### Cell density map

(4 px per um) 10 x 10 tiles, from black (low) to pale yellow (high), 0 to 100% covered.
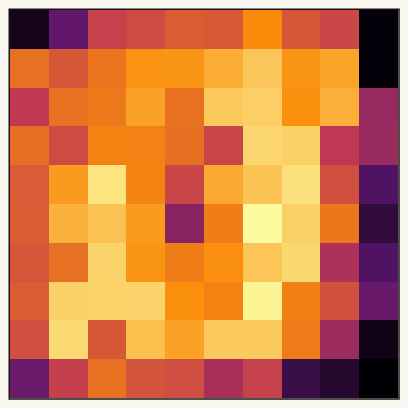
### The clock network

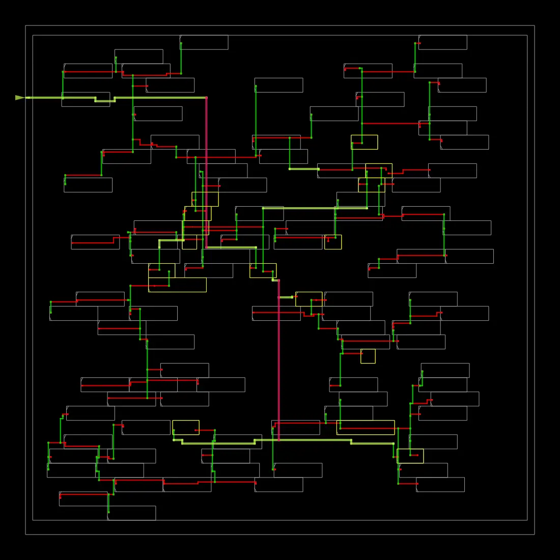
### Routed metal, one colour a layer

(3 px per um)
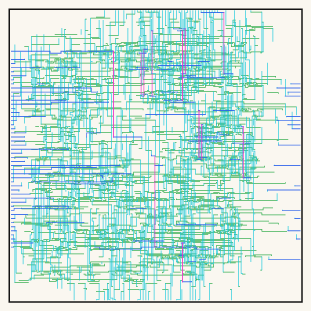
### Cell classes on the final placement

(3 px per um)
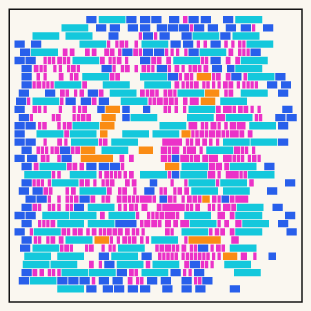
[config.mk]
export PLATFORM = sky130hd
export DESIGN_NAME = spi_reg_bank_flat
export DESIGN_NICKNAME = d
export VERILOG_FILES = /design/src/rtl/spi_reg_bank_if.sv /design/src/rtl/spi_reg_bank.sv /design/src/flat_wrapper.sv
export SDC_FILE = /design/constraint.sdc
export NUM_CORES = 1
export LEC_CHECK = 0
export ABC_AREA = 1
export CORE_MARGIN = 1
export CORE_UTILIZATION = 50
export DETAILED_ROUTE_END_ITERATION = 12
export HOLD_SLACK_MARGIN = 0.02
export PLACE_DENSITY = 0.89
export SYNTH_ARGS = -nofsm -noshare
export SYNTH_HDL_FRONTEND = slang
export SYNTH_SLANG_ARGS = --single-unit
[constraint.sdc]
create_clock -name clk -period 2.8 [get_ports clk]
set_input_delay 0.56 -clock clk [delete_from_list [all_inputs] [get_ports clk]]
set_output_delay 0.56 -clock clk [all_outputs]
set_load 0.005 [all_outputs]
[src/rtl/spi_reg_bank_if.sv]
// SPI-side register access bus: address/data strobes from soft_spi_slave and the
// readback word shifted out to the SPI master.
interface spi_reg_bank_if #(
    parameter int ADDR_W = 7,
    parameter int DATA_W = 24
);
    logic [ADDR_W-1:0] addr;
    logic              addr_ready;
    logic              rw;
    logic [DATA_W-1:0] data_wr;
    logic              data_ready;
    logic [DATA_W-1:0] data_rd;

    modport master (output addr, addr_ready, rw, data_wr, data_ready, input data_rd);
    modport slave  (input addr, addr_ready, rw, data_wr, data_ready, output data_rd);
endinterface

[src/rtl/spi_reg_bank.sv]
// Register bank between the SPI slave and the DSP datapath: control pulses,
// per-channel result shifts, FIR coefficient window with timed readback, status, ID.
module spi_reg_bank #(
    parameter int              DATA_W     = 24,
    parameter int              ADDR_W     = 7,
    parameter int              CH_COUNT   = 2,
    parameter int              COEF_IDX_W = 4,
    parameter int              SHIFT_W    = 5,
    parameter int              RD_TIMEOUT = 15,
    parameter logic [DATA_W-1:0] DEVICE_ID = 24'hF0CCAB
) (
    input  logic                         clk,
    input  logic                         rst_n,
    spi_reg_bank_if.slave                spi,
    output logic                         soft_rst_o,
    output logic [CH_COUNT-1:0]          flush_o,
    output logic [CH_COUNT*SHIFT_W-1:0]  shift_o,
    output logic [CH_COUNT-1:0]          shift_upd_o,
    output logic [1:0]                   coef_ch,
    output logic [COEF_IDX_W-1:0]        coef_idx,
    output logic [DATA_W-1:0]            coef_data,
    output logic                         coef_wr,
    output logic                         coef_rd_req,
    input  logic                         coef_rd_valid,
    input  logic [DATA_W-1:0]            coef_rd_data
);
    typedef enum logic {IDLE, RD_WAIT} state_t;

    localparam logic [7:0] TO_LAST = 8'(RD_TIMEOUT - 1);

    function automatic logic is_coef(input logic [ADDR_W-1:0] a);
        return a[6] && (32'(a[5:4]) < CH_COUNT);
    endfunction

    state_t                           state_q, state_d;
    logic                             addr_q, data_q, addr_rise, data_rise;
    logic [ADDR_W-1:0]                addr_lat;
    logic                             rw_lat;
    logic [CH_COUNT-1:0][SHIFT_W-1:0] shift_q;
    logic [1:0]                       status_q;
    logic [7:0]                       to_cnt;
    logic [DATA_W-1:0]                data_rd_q, rd_mux;
    logic                             rd_req, rd_done, rd_to;
    logic                             wr_ev, wr_ctrl, wr_coef, wr_bad, status_clr;
    logic [CH_COUNT-1:0]              wr_shift;

    assign addr_rise   = spi.addr_ready && !addr_q;
    assign data_rise   = spi.data_ready && !data_q;
    assign spi.data_rd = data_rd_q;
    assign shift_o     = shift_q;

    assign wr_ev      = data_rise && !rw_lat;
    assign wr_ctrl    = wr_ev && (addr_lat == '0);
    assign wr_coef    = wr_ev && is_coef(addr_lat);
    assign wr_bad     = wr_ev && !((addr_lat == '0) || (|wr_shift) || is_coef(addr_lat));
    assign status_clr = addr_rise && spi.rw && (spi.addr == ADDR_W'(1));

    always_comb begin
        wr_shift = '0;
        rd_mux   = '0;
        for (int c = 0; c < CH_COUNT; c++) begin
            wr_shift[c] = wr_ev && (addr_lat == ADDR_W'(8 + c));
            if (spi.addr == ADDR_W'(8 + c))
                rd_mux = DATA_W'(shift_q[c]);
        end
        if (spi.addr == ADDR_W'(1))
            rd_mux = DATA_W'(status_q);
        else if (spi.addr == ADDR_W'('h7F))
            rd_mux = DEVICE_ID;
    end

    // A new address strobe always wins: it aborts any pending coefficient read.
    always_comb begin
        state_d = state_q;
        rd_req  = 1'b0;
        rd_done = 1'b0;
        rd_to   = 1'b0;
        if (addr_rise) begin
            if (spi.rw && is_coef(spi.addr)) begin
                rd_req  = 1'b1;
                state_d = RD_WAIT;
            end else begin
                state_d = IDLE;
            end
        end else if (state_q == RD_WAIT) begin
            if (coef_rd_valid) begin
                rd_done = 1'b1;
                state_d = IDLE;
            end else if (to_cnt >= TO_LAST) begin
                rd_to   = 1'b1;
                state_d = IDLE;
            end
        end
    end

    always_ff @(posedge clk or negedge rst_n) begin
        if (!rst_n) state_q <= IDLE;
        else        state_q <= state_d;
    end

    always_ff @(posedge clk or negedge rst_n) begin
        if (!rst_n) begin
            addr_q      <= 1'b0;
            data_q      <= 1'b0;
            addr_lat    <= '0;
            rw_lat      <= 1'b0;
            to_cnt      <= '0;
            status_q    <= '0;
            shift_q     <= '0;
            data_rd_q   <= '0;
            soft_rst_o  <= 1'b0;
            flush_o     <= '0;
            shift_upd_o <= '0;
            coef_ch     <= '0;
            coef_idx    <= '0;
            coef_data   <= '0;
            coef_wr     <= 1'b0;
            coef_rd_req <= 1'b0;
        end else begin
            addr_q <= spi.addr_ready;
            data_q <= spi.data_ready;
            if (addr_rise) begin
                addr_lat <= spi.addr;
                rw_lat   <= spi.rw;
            end

            if (rd_req)
                to_cnt <= '0;
            else if (state_q == RD_WAIT && to_cnt != 8'hFF)
                to_cnt <= to_cnt + 8'd1;

            // Set terms are OR-ed after the clear so a same-cycle flag survives.
            status_q <= (status_q & ~{2{status_clr}}) | {wr_bad, rd_to};

            soft_rst_o  <= (wr_ctrl && spi.data_wr[0]) || (soft_rst_o && spi.data_ready);
            coef_rd_req <= rd_req;
            coef_wr     <= wr_coef;
            if (rd_req) begin
                coef_ch  <= spi.addr[5:4];
                coef_idx <= spi.addr[COEF_IDX_W-1:0];
            end else if (wr_coef) begin
                coef_ch   <= addr_lat[5:4];
                coef_idx  <= addr_lat[COEF_IDX_W-1:0];
                coef_data <= spi.data_wr;
            end

            for (int c = 0; c < CH_COUNT; c++) begin
                flush_o[c]     <= wr_ctrl && spi.data_wr[1 + c];
                shift_upd_o[c] <= wr_shift[c];
                if (wr_shift[c])
                    shift_q[c] <= spi.data_wr[SHIFT_W-1:0];
            end

            if (addr_rise && spi.rw)
                data_rd_q <= rd_req ? '0 : rd_mux;
            else if (rd_done)
                data_rd_q <= coef_rd_data;
            else if (rd_to)
                data_rd_q <= '0;
            else if (wr_coef)
                data_rd_q <= spi.data_wr;
            else if (|wr_shift)
                data_rd_q <= DATA_W'(spi.data_wr[SHIFT_W-1:0]);
        end
    end
endmodule

[src/flat_wrapper.sv]
// flat-port wrapper written by rule: the top's interface ports become plain ports
module spi_reg_bank_flat 
#(
    parameter int              DATA_W     = 24,
    parameter int              ADDR_W     = 7,
    parameter int              CH_COUNT   = 2,
    parameter int              COEF_IDX_W = 4,
    parameter int              SHIFT_W    = 5,
    parameter int              RD_TIMEOUT = 15,
    parameter logic [DATA_W-1:0] DEVICE_ID = 24'hF0CCAB
)
  (clk, rst_n, soft_rst_o, flush_o, shift_o, shift_upd_o, coef_ch, coef_idx, coef_data, coef_wr, coef_rd_req, coef_rd_valid, coef_rd_data, spi_addr, spi_addr_ready, spi_rw, spi_data_wr, spi_data_ready, spi_data_rd);
  spi_reg_bank_if #(.ADDR_W(ADDR_W), .DATA_W(DATA_W)) spi_i ();
  input  logic clk;
  input  logic rst_n;
  output logic soft_rst_o;
  output logic [CH_COUNT-1:0] flush_o;
  output logic [CH_COUNT*SHIFT_W-1:0] shift_o;
  output logic [CH_COUNT-1:0] shift_upd_o;
  output logic [1:0] coef_ch;
  output logic [COEF_IDX_W-1:0] coef_idx;
  output logic [DATA_W-1:0] coef_data;
  output logic coef_wr;
  output logic coef_rd_req;
  input  logic coef_rd_valid;
  input  logic [DATA_W-1:0] coef_rd_data;
  input wire logic [$bits(spi_i.addr)-1:0] spi_addr;
  input wire logic [$bits(spi_i.addr_ready)-1:0] spi_addr_ready;
  input wire logic [$bits(spi_i.rw)-1:0] spi_rw;
  input wire logic [$bits(spi_i.data_wr)-1:0] spi_data_wr;
  input wire logic [$bits(spi_i.data_ready)-1:0] spi_data_ready;
  output wire logic [$bits(spi_i.data_rd)-1:0] spi_data_rd;
  assign spi_i.addr = spi_addr;
  assign spi_i.addr_ready = spi_addr_ready;
  assign spi_i.rw = spi_rw;
  assign spi_i.data_wr = spi_data_wr;
  assign spi_i.data_ready = spi_data_ready;
  assign spi_data_rd = spi_i.data_rd;
  spi_reg_bank #(.DATA_W(DATA_W), .ADDR_W(ADDR_W), .CH_COUNT(CH_COUNT), .COEF_IDX_W(COEF_IDX_W), .SHIFT_W(SHIFT_W), .RD_TIMEOUT(RD_TIMEOUT), .DEVICE_ID(DEVICE_ID)) u_core (.clk(clk), .rst_n(rst_n), .spi(spi_i), .soft_rst_o(soft_rst_o), .flush_o(flush_o), .shift_o(shift_o), .shift_upd_o(shift_upd_o), .coef_ch(coef_ch), .coef_idx(coef_idx), .coef_data(coef_data), .coef_wr(coef_wr), .coef_rd_req(coef_rd_req), .coef_rd_valid(coef_rd_valid), .coef_rd_data(coef_rd_data));
endmodule
==> impl_metrics.py <==
# Physical implementation metrics
metrics = {
    "run_status": {
        "status": "complete, no violations",
    },
    "yosys": {
        "ys_top_logic_family": "simple AND/OR/NAND/NOR gates",
        "top_area_share_pct": 50.96,
        "ys.flops": 92,
        "synth_nets": 633,
        "aoi_share_pct": 8.336,
        "ys_sh_xor_pct": 0.3877,
        "simple_gate_share_pct": 31.60,
        "synth.largest_area_cell": "dfrtp_1",
        "ys_seq_share_pct": 50.96,
        "synth_top_flop_cell": "dfrtp_1",
        "synthArstFlopShare_pct": 100.0,
        "yosys.cell_count.top_type": "nand2_1",
        "netlist_instances": 570,
    },
    "finish": {
        "fillers": 662,
        "buf_share_pct": 22.90,
        "drive_gt1_share_pct": 7.561,
        "comb_share_pct": 30.13,
        "final.clkbuf_count": 11,
        "clkCellAreaFrac_pct": 3.838,
        "logic_gates": 396,
        "n_all_inverters": 55,
        "fin_util_pct": 70.29,
        "seq_cells": 92,
        "seqCellArea_mm2": 0.002302,
        "layout_top_cells": "nand2_1 (173), clkdlybuf4s50_1 (130), nand3_1 (92), dfrtp_1 (92), inv_1 (51)",
        "largest_cell_class": "flip-flops and latches",
        "lay_top_count": "nand2_1",
        "combGateArea_mm2": 0.001847,
    },
    "power": {
        "power_uw": 3989,
        "ir_drop_mv": 0.3732,
        "power.density_mw_per_mm2": 650.8,
    },
    "global_routing": {
        "grt_pass1_wl_mm": 20.46,
        "grt_busiest_layer": "met2",
        "use_met1_pct": 35.60,
        "overflow": 0,
        "grt_max_degree": 52,
        "grt_use_met2_pct": 43.28,
    },
    "sta": {
        "fin_crit_ns": 2.124,
        "setup_viol": 0,
        "clock_skew_ns": 0.01308,
        "whs_ns": 0.2324,
        "slew_violations": 0,
        "layout_setup_ws_ns": 0.6761,
        "hold_viol_final": 0,
        "rsz0062_at_grt": "no",
        "relSlewSlack_pct": 57.02,
        "maxClockFrequency_mhz": 470.8,
        "finalCritPeriodShare_pct": 75.85,
    },
    "detailed_routing": {
        "firstDrtPassIters": 5,
        "wl_met2_mm": 5.920,
    },
    "job": {
        "warning_count": 27,
    },
    "setup_path": {
        "endpoint": "u_core.spi.data_rd[0]",
        "reg2reg_from": "u_core.to_cnt[0]",
        "critPathCaptureType": "register",
        "critical_path_class": "reg2reg",
        "arrival_ns": 2.35,
        "startpoint": "u_core.to_cnt[0]",
        "rrSetupSlack_ns": 0.68,
        "rr_worst_depth": 10,
    },
    "clock_tree": {
        "cts_max_level": 3,
        "insertion_delay_ns": 0.36,
        "clkSlewWorstSetupHoldPaths_ns": 0.10,
    },
    "floorplan": {
        "dieArea_mm2": 0.009421,
        "taps": 108,
        "ios": 132,
    },
    "placed_design": {
        "hpwl_mm": 8.911,
    },
    "worst_hold_path": {
        "hp-class": "in2async",
    },
}
Notes on 'Cell density map' above:
- tiles over 75% full: 38%
- mean over tiles: 64%
- emptiest ninth of the die: lower right
- fullest tile: 99%
- nearly empty tiles: 3.0%

Notes on 'The clock network' above:
TritonCTS buffer count: 9
Sink Count: 92

Notes on 'Routed metal, one colour a layer' above:
- blue: M3 (wire length 855 um)
- green: M1 (wire length 5230 um)
- magenta: M4 (wire length 226 um)
- cyan: M2 (wire length 5920 um)
Routed WL per cell: 15.11 um
routed vias: 4392
Post-Route WL: 12.23 mm
GR Util All Layers: 27.04%

Notes on 'Cell classes on the final placement' above:
- cyan: registers (cells 92)
- magenta: remaining logic cells (cells 451)
- blue: remaining buffers and delay cells (cells 142)
- orange: clock drivers and dummy loads (cells 16)
Seq/total area: 37.56%
Core Footprint: 0.008721 mm2
Cell Rows: 34
Final Cell Area: 0.006130 mm2

-- registers in the layout (all words and copies together) (netlist names), 2 cells and up --
name	count
u_core.to_cnt	8
u_core.coef_ch	2
u_core.coef_idx	4
u_core.coef_data	24
u_core.shift_o	10
u_core.status_q	2
u_core.spi.data_rd	24
u_core.flush_o	2
u_core.addr_lat	7
u_core.shift_upd_o	2
-- worst max-delay path: stages, from the launching register on --
cell and delay [ns]:
dfrtp_1 0.40, inv_1 0.10, ha_1 0.21, inv_1 0.05, nand2_1 0.04, nand2_1 0.08
nand2_1 0.12, o21bai_4 0.50, nand2_1 0.28, nand3_1 0.14, nand3_1 0.08
-- power breakdown --
group	switching (uW)	total, uW	internal, uW	leakage, uW
clock	467	1020	553	0.000112
combinational	469	1140	668	0.00169
sequential	214	1830	1620	0.00118
Power and IR drop assume default switching activity.
